==> images/logic_types.png <==
Drawn at 4 px/µm.
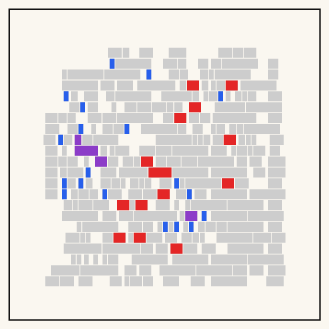
==> images/io_fan.png <==
Drawn at 6 px/µm.
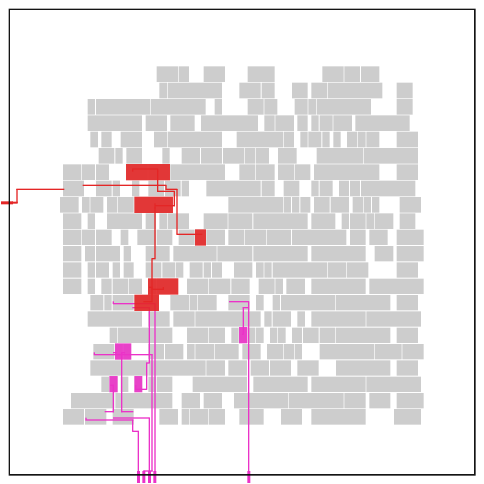
==> images/clk_routes.png <==
Drawn at 6 px/µm.
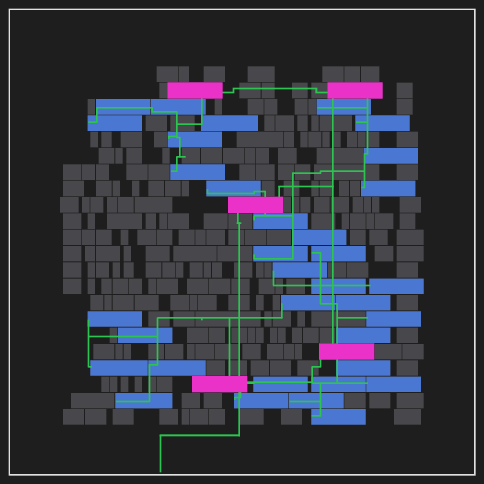
===== config.mk =====
export PLATFORM = sky130hd
export DESIGN_NAME = pipe_control
export DESIGN_NICKNAME = d
export VERILOG_FILES = /design/src/rtl/pipe_control.sv
export SDC_FILE = /design/constraint.sdc
export NUM_CORES = 1
export LEC_CHECK = 0
export ABC_AREA = 1
export ABC_CLOCK_PERIOD_IN_PS = 1600
export CORE_MARGIN = 8
export CORE_UTILIZATION = 42
export CTS_BUF_LIST = sky130_fd_sc_hd__clkbuf_16
export DETAILED_ROUTE_END_ITERATION = 10
export PLACE_DENSITY = 0.79
export SLEW_MARGIN = 40
export SYNTH_ARGS = -nofsm -noshare
export SYNTH_HDL_FRONTEND = slang
export SYNTH_SLANG_ARGS = --single-unit

===== constraint.sdc =====
create_clock -name clk_i -period 1.6 [get_ports clk_i]
set_clock_uncertainty 0.1 [all_clocks]
set_input_delay 0.32 -clock clk_i [delete_from_list [all_inputs] [get_ports clk_i]]
set_output_delay 0.32 -clock clk_i [all_outputs]
set_load 0.005 [all_outputs]

===== src/rtl/pipe_control.sv =====
// pipe_control: main-control decode for the five-stage RV32I core.
// Decodes the ID opcode, carries the control bundle through the ID/EX,
// EX/MEM and MEM/WB registers, detects load-use hazards, resolves branches
// in ID and keeps a saturating count of illegal opcodes.
module pipe_control #(
    parameter int ALUOP_W       = 2,
    parameter int RD_W          = 5,
    parameter int ENABLE_BRANCH = 1,
    parameter int CNT_W         = 8
) (
    input  logic               clk_i,
    input  logic               rst_i,
    input  logic               start_i,
    input  logic [6:0]         Op_i,
    input  logic [RD_W-1:0]    RS1_i,
    input  logic [RD_W-1:0]    RS2_i,
    input  logic [RD_W-1:0]    RD_i,
    input  logic               Equal_i,
    output logic               Stall_o,
    output logic               Flush_o,
    output logic               Branch_o,
    output logic               PCWrite_o,
    output logic               IFIDWrite_o,
    output logic [ALUOP_W-1:0] EX_ALUOp_o,
    output logic               EX_ALUSrc_o,
    output logic               EX_RegWrite_o,
    output logic               EX_MemRead_o,
    output logic               EX_MemWrite_o,
    output logic               EX_MemToReg_o,
    output logic [RD_W-1:0]    EX_RD_o,
    output logic               MEM_RegWrite_o,
    output logic               MEM_MemRead_o,
    output logic               MEM_MemWrite_o,
    output logic               MEM_MemToReg_o,
    output logic [RD_W-1:0]    MEM_RD_o,
    output logic               WB_RegWrite_o,
    output logic               WB_MemToReg_o,
    output logic [RD_W-1:0]    WB_RD_o,
    output logic [CNT_W-1:0]   IllegalCnt_o
);

    localparam logic [6:0] OP_NOP    = 7'b0000000;
    localparam logic [6:0] OP_R      = 7'b0110011;
    localparam logic [6:0] OP_I      = 7'b0010011;
    localparam logic [6:0] OP_LOAD   = 7'b0000011;
    localparam logic [6:0] OP_STORE  = 7'b0100011;
    localparam logic [6:0] OP_BRANCH = 7'b1100011;

    typedef struct packed {
        logic [1:0] alu_op;
        logic       alu_src;
        logic       reg_write;
        logic       mem_read;
        logic       mem_write;
        logic       mem_to_reg;
        logic       branch;
        logic       use_rs1;
        logic       use_rs2;
        logic       illegal;
    } ctrl_t;

    // Opcode to control bundle; unknown non-zero opcodes flag illegal.
    function automatic ctrl_t decode(input logic [6:0] op);
        ctrl_t c;
        c = '{alu_op: 2'b00, default: 1'b0};
        case (op)
            OP_NOP: begin
                c.illegal = 1'b0;
            end
            OP_R: begin
                c.alu_op = 2'b00; c.reg_write = 1'b1;
                c.use_rs1 = 1'b1; c.use_rs2 = 1'b1;
            end
            OP_I: begin
                c.alu_op = 2'b01; c.alu_src = 1'b1; c.reg_write = 1'b1;
                c.use_rs1 = 1'b1;
            end
            OP_LOAD: begin
                c.alu_op = 2'b01; c.alu_src = 1'b1; c.reg_write = 1'b1;
                c.mem_read = 1'b1; c.mem_to_reg = 1'b1; c.use_rs1 = 1'b1;
            end
            OP_STORE: begin
                c.alu_op = 2'b10; c.alu_src = 1'b1; c.mem_write = 1'b1;
                c.use_rs1 = 1'b1; c.use_rs2 = 1'b1;
            end
            OP_BRANCH: begin
                if (ENABLE_BRANCH != 0) begin
                    c.alu_op = 2'b11; c.branch = 1'b1;
                    c.use_rs1 = 1'b1; c.use_rs2 = 1'b1;
                end else begin
                    c.illegal = 1'b1;
                end
            end
            default: begin
                c.illegal = 1'b1;
            end
        endcase
        return c;
    endfunction

    ctrl_t            dec_s;
    logic             hz_s;
    logic             rs1_hit_s;
    logic             rs2_hit_s;
    logic             bubble_s;
    logic             cnt_inc_s;
    logic [RD_W-1:0]  ex_rd_next_s;

    // Decode of the live ID instruction plus load-use hazard detection.
    always_comb begin
        dec_s     = decode(OP_NOP);
        hz_s      = 1'b0;
        rs1_hit_s = 1'b0;
        rs2_hit_s = 1'b0;
        if (start_i) begin
            dec_s = decode(Op_i);
        end else begin
            dec_s = decode(OP_NOP);
        end
        rs1_hit_s = dec_s.use_rs1 && (RS1_i == EX_RD_o);
        rs2_hit_s = dec_s.use_rs2 && (RS2_i == EX_RD_o);
        if (start_i && EX_MemRead_o && (EX_RD_o != {RD_W{1'b0}})) begin
            hz_s = rs1_hit_s || rs2_hit_s;
        end else begin
            hz_s = 1'b0;
        end
    end

    // Hazard/branch controls, bubble select and counter enable.
    always_comb begin
        Stall_o      = hz_s;
        PCWrite_o    = ~hz_s;
        IFIDWrite_o  = ~hz_s;
        Branch_o     = dec_s.branch && start_i && !hz_s;
        Flush_o      = 1'b0;
        bubble_s     = hz_s || !start_i;
        cnt_inc_s    = 1'b0;
        ex_rd_next_s = {RD_W{1'b0}};
        if (Branch_o && Equal_i) begin
            Flush_o = 1'b1;
        end else begin
            Flush_o = 1'b0;
        end
        if (dec_s.reg_write) begin
            ex_rd_next_s = RD_i;
        end else begin
            ex_rd_next_s = {RD_W{1'b0}};
        end
        if (start_i && !hz_s && dec_s.illegal && (IllegalCnt_o != {CNT_W{1'b1}})) begin
            cnt_inc_s = 1'b1;
        end else begin
            cnt_inc_s = 1'b0;
        end
    end

    // ID/EX register: loads the decoded bundle, or a bubble on hazard/idle.
    always_ff @(posedge clk_i or negedge rst_i) begin
        if (!rst_i) begin
            EX_ALUOp_o    <= {ALUOP_W{1'b0}};
            EX_ALUSrc_o   <= 1'b0;
            EX_RegWrite_o <= 1'b0;
            EX_MemRead_o  <= 1'b0;
            EX_MemWrite_o <= 1'b0;
            EX_MemToReg_o <= 1'b0;
            EX_RD_o       <= {RD_W{1'b0}};
        end else if (bubble_s) begin
            EX_ALUOp_o    <= {ALUOP_W{1'b0}};
            EX_ALUSrc_o   <= 1'b0;
            EX_RegWrite_o <= 1'b0;
            EX_MemRead_o  <= 1'b0;
            EX_MemWrite_o <= 1'b0;
            EX_MemToReg_o <= 1'b0;
            EX_RD_o       <= {RD_W{1'b0}};
        end else begin
            EX_ALUOp_o    <= ALUOP_W'(dec_s.alu_op);
            EX_ALUSrc_o   <= dec_s.alu_src;
            EX_RegWrite_o <= dec_s.reg_write;
            EX_MemRead_o  <= dec_s.mem_read;
            EX_MemWrite_o <= dec_s.mem_write;
            EX_MemToReg_o <= dec_s.mem_to_reg;
            EX_RD_o       <= ex_rd_next_s;
        end
    end

    // EX/MEM and MEM/WB registers advance every cycle, stalls included.
    always_ff @(posedge clk_i or negedge rst_i) begin
        if (!rst_i) begin
            MEM_RegWrite_o <= 1'b0;
            MEM_MemRead_o  <= 1'b0;
            MEM_MemWrite_o <= 1'b0;
            MEM_MemToReg_o <= 1'b0;
            MEM_RD_o       <= {RD_W{1'b0}};
            WB_RegWrite_o  <= 1'b0;
            WB_MemToReg_o  <= 1'b0;
            WB_RD_o        <= {RD_W{1'b0}};
        end else begin
            MEM_RegWrite_o <= EX_RegWrite_o;
            MEM_MemRead_o  <= EX_MemRead_o;
            MEM_MemWrite_o <= EX_MemWrite_o;
            MEM_MemToReg_o <= EX_MemToReg_o;
            MEM_RD_o       <= EX_RD_o;
            WB_RegWrite_o  <= MEM_RegWrite_o;
            WB_MemToReg_o  <= MEM_MemToReg_o;
            WB_RD_o        <= MEM_RD_o;
        end
    end

    // Saturating illegal-opcode counter; a stalled instruction counts once.
    always_ff @(posedge clk_i or negedge rst_i) begin
        if (!rst_i) begin
            IllegalCnt_o <= {CNT_W{1'b0}};
        end else if (cnt_inc_s) begin
            IllegalCnt_o <= IllegalCnt_o + CNT_W'(1);
        end else begin
            IllegalCnt_o <= IllegalCnt_o;
        end
    end

endmodule


==> flow_summary_export.csv <==
group,metric,value,unit
die,die_h,77.3,µm
pwr,p_sw,675,µW
die,chipArea,0.00598,mm²
critical_path,slowest_delay,450,ps
min_path,hold_path_class,"flip-flop to flip-flop",
logic_synthesis,ys_cells,162,
logic_synthesis,yosys_warnings,0,
clock_tree,htree_num_levels,2,
die,die_w,77.3,µm
critical_path,path_max_fanout,6,
sta,fin_ws,-409,ps
logic_synthesis,synth_area,0.00158,mm²
cells_and_area,combGateArea,729,µm²
pwr,finalPower,2.84,mW
critical_path,critical_path_required,1180,ps
critical_path,startpoint_type,"flip-flop",
clock_tree,cts_post_setup_buffers_inserted,13,
sta,worst_pin_slew,279,ps
run_status,violations,"negative setup slack",
pwr,ir_drop,445,µV
critical_path,cp-endpoint,"Flush_o",
sta,tns,-1950,ps
grt,overflow,0,
clock_tree,ctsResizeCount,64,
cells_and_area,antennaDiodeCount,0,
cells_and_area,final_net_count,298,
sta,grt_setup_unrepaired,"yes",
critical_path,startpoint,"EX_RD_o[0]",
pwr,intPower,2.16,mW
drt,wirelength,4.72,mm
clock_tree,numCtsBuffers,5,
logic_synthesis,ys_seq_elements,34,
pwr,swShare,23.8,%
placed_design,placed_cells,295,
run_status,status,"finished, violations left",
drt,route.detailed.vias_per_inst,4.60,
job,drv_cap,0,
sta,slew_headroom,81.2,%
drt,drc_errors,0,
grt,grt_max_degree,35,
logic_synthesis,netlist_instances,162,
critical_path,reg2reg_to,"IllegalCnt_o[7]",
sta,fmax,498,MHz
cells_and_area,seq_area,856,µm²
critical_path,rr_startpoint,"IllegalCnt_o[0]",
die,core_area,0.00363,mm²
sta,finalSetupViolCount,6,
critical_path,worstPathCellList,"xnor2_2 > nand2_1 > nor2_1 > nand2_1 > nand2_2 > nand2_4 > nand3_4 > nor2_2 > buf_2",
drt,drt-pass1-iter-count,5,
drt,wl_per_cell,14.8,µm
grt,grt_pass1_wl,7.34,mm
critical_path,rrSetupSlack,50,ps
critical_path,timing_worst_setup_path_type,"flip-flop to output port",
-- logic_types.png (at the start) --
- aoi and oai cells: purple (cells 4; most used a21oi_2)
- xor and xnor cells: red (cells 14; most used xor2_1)
- inv cells: blue (cells 19; most used inv_1)

-- io_fan.png (at the start) --
- `RD_i`: magenta (direction input; end cells 5; buffers 5; wire 174 µm)
- `start_i`: red (direction input; end cells 7; buffers 2; wire 76.4 µm)

-- clk_routes.png (at the start) --
- clock wires: green (length 452 µm)
- flip-flops: blue (count 34)
- clock drivers: magenta (count 5)
- routed clock nets: 6
Clk pwr share: 44.3%
Power Clock: 1.26 mW
worst skew pair latency: 280 ps

==> power groups by stage <==
stage	Sequential, mW	Clock [mW]	Combinational (mW)
finish	0.948	1.26	0.632
CTS	0.945	1.27	0.574
global placement	0.987	0	0.460
floorplan	1.00	0	0.167
detailed placement	0.991	0	0.475
global route	0.954	1.31	0.685
==> how the worst min path moves through the flow <==
stage	end	slack (ps)	cells after the start
2_1_floorplan	EX_ALUOp_o[0]	-80	0
3_5_place_dp	MEM_MemWrite_o	260	0
5_1_grt	MEM_MemWrite_o	280	0
6_report	WB_RD_o[0]	270	0
4_1_cts	MEM_MemWrite_o	270	0
3_3_place_gp	MEM_RegWrite_o	260	0
==> worst max-delay path, delay by kind of cell, from the launching register on <==
| kind | cells | cell delay [ps] |
|---|---|---|
| and+or+nand+nor | 7 | 550 |
| DFF | 1 | 450 |
| xor gates and xnor gates | 1 | 180 |
| buffers and inverters | 1 | 120 |
==> cell usage after synthesis, drive strengths merged <==
master / instances / area [µm²]
dfrtp: 34 / 851
nand3b: 1 / 7.51
nor3: 2 / 10.0
nand3: 18 / 115
a21oi: 2 / 13.8
nand4: 2 / 27.5
inv: 19 / 71.3
nor2: 23 / 123
nand2: 40 / 175
o21ai: 2 / 21.3
and2: 1 / 7.51
buf: 3 / 22.5
xor2: 7 / 61.3
ha: 1 / 12.5
xnor2: 7 / 61.3
==> layout by cell type, fill, tap and decap left out, types with 7 or more instances in the layout <==
cell / synthesis / layout
inv_1: 18 / 15
nor2_1: 16 / 15
xor2_1: 7 / 7
dlygate4sd2_1: 0 / 19
clkdlybuf4s50_1: 0 / 33
dfrtp_1: 34 / 30
buf_4: 3 / 33
nand2_1: 36 / 25
nand2_2: 1 / 12
nand3_1: 13 / 12
==> state kept, by name, indices dropped and copies added (netlist names) <==
name,flops
IllegalCnt_o,8
EX_RD_o,5
MEM_RD_o,5
WB_RD_o,5
EX_ALUOp_o,2
EX_ALUSrc_o,1
EX_MemRead_o,1
EX_MemWrite_o,1
EX_RegWrite_o,1
MEM_MemRead_o,1
MEM_MemWrite_o,1
MEM_RegWrite_o,1
WB_MemToReg_o,1
WB_RegWrite_o,1
==> layer usage <==
metal	global-route usage [%]	wire length [µm]
met1	15.5	1740
met2	28.1	2590
met3	5.53	282
met4	8.30	107
met5	0	0
==> per-stage QoR <==
stage          hold WS [ps]  util, %  area, µm²
5_1_grt                 284     78.4       2850
6_report                272     78.4       2850
3_5_place_dp            263     67.6       2460
4_1_cts                 275     75.2       2730
2_1_floorplan         -75.6        -       1580
3_3_place_gp            256     67.6       2460
==> area by class of cell <==
type                            instances  area share [%]
Inverter                               19            2.50
Clock inverter                          3            2.42
Tap cell                               48            2.11
Sequential cell                        34            30.1
Clock buffer                            5            4.39
Timing Repair Buffer                  104            32.9
Multi-Input combinational cell        107            25.6
==> cells by family (layout without fill, tap and decap cells) <==
logic type,count (synthesis),after routing,share of synthesized area (%)
AND/OR/NAND/NOR,87,88,29.5
XOR/XNOR,14,14,7.76
flip-flops,34,34,53.8
adder cells (fa/ha/maj),1,1,0.792
buffers and inverters,22,131,5.94
AND-OR/OR-AND,4,4,2.22
Power figures rest on the tool's default switching activity, not on a simulated workload.
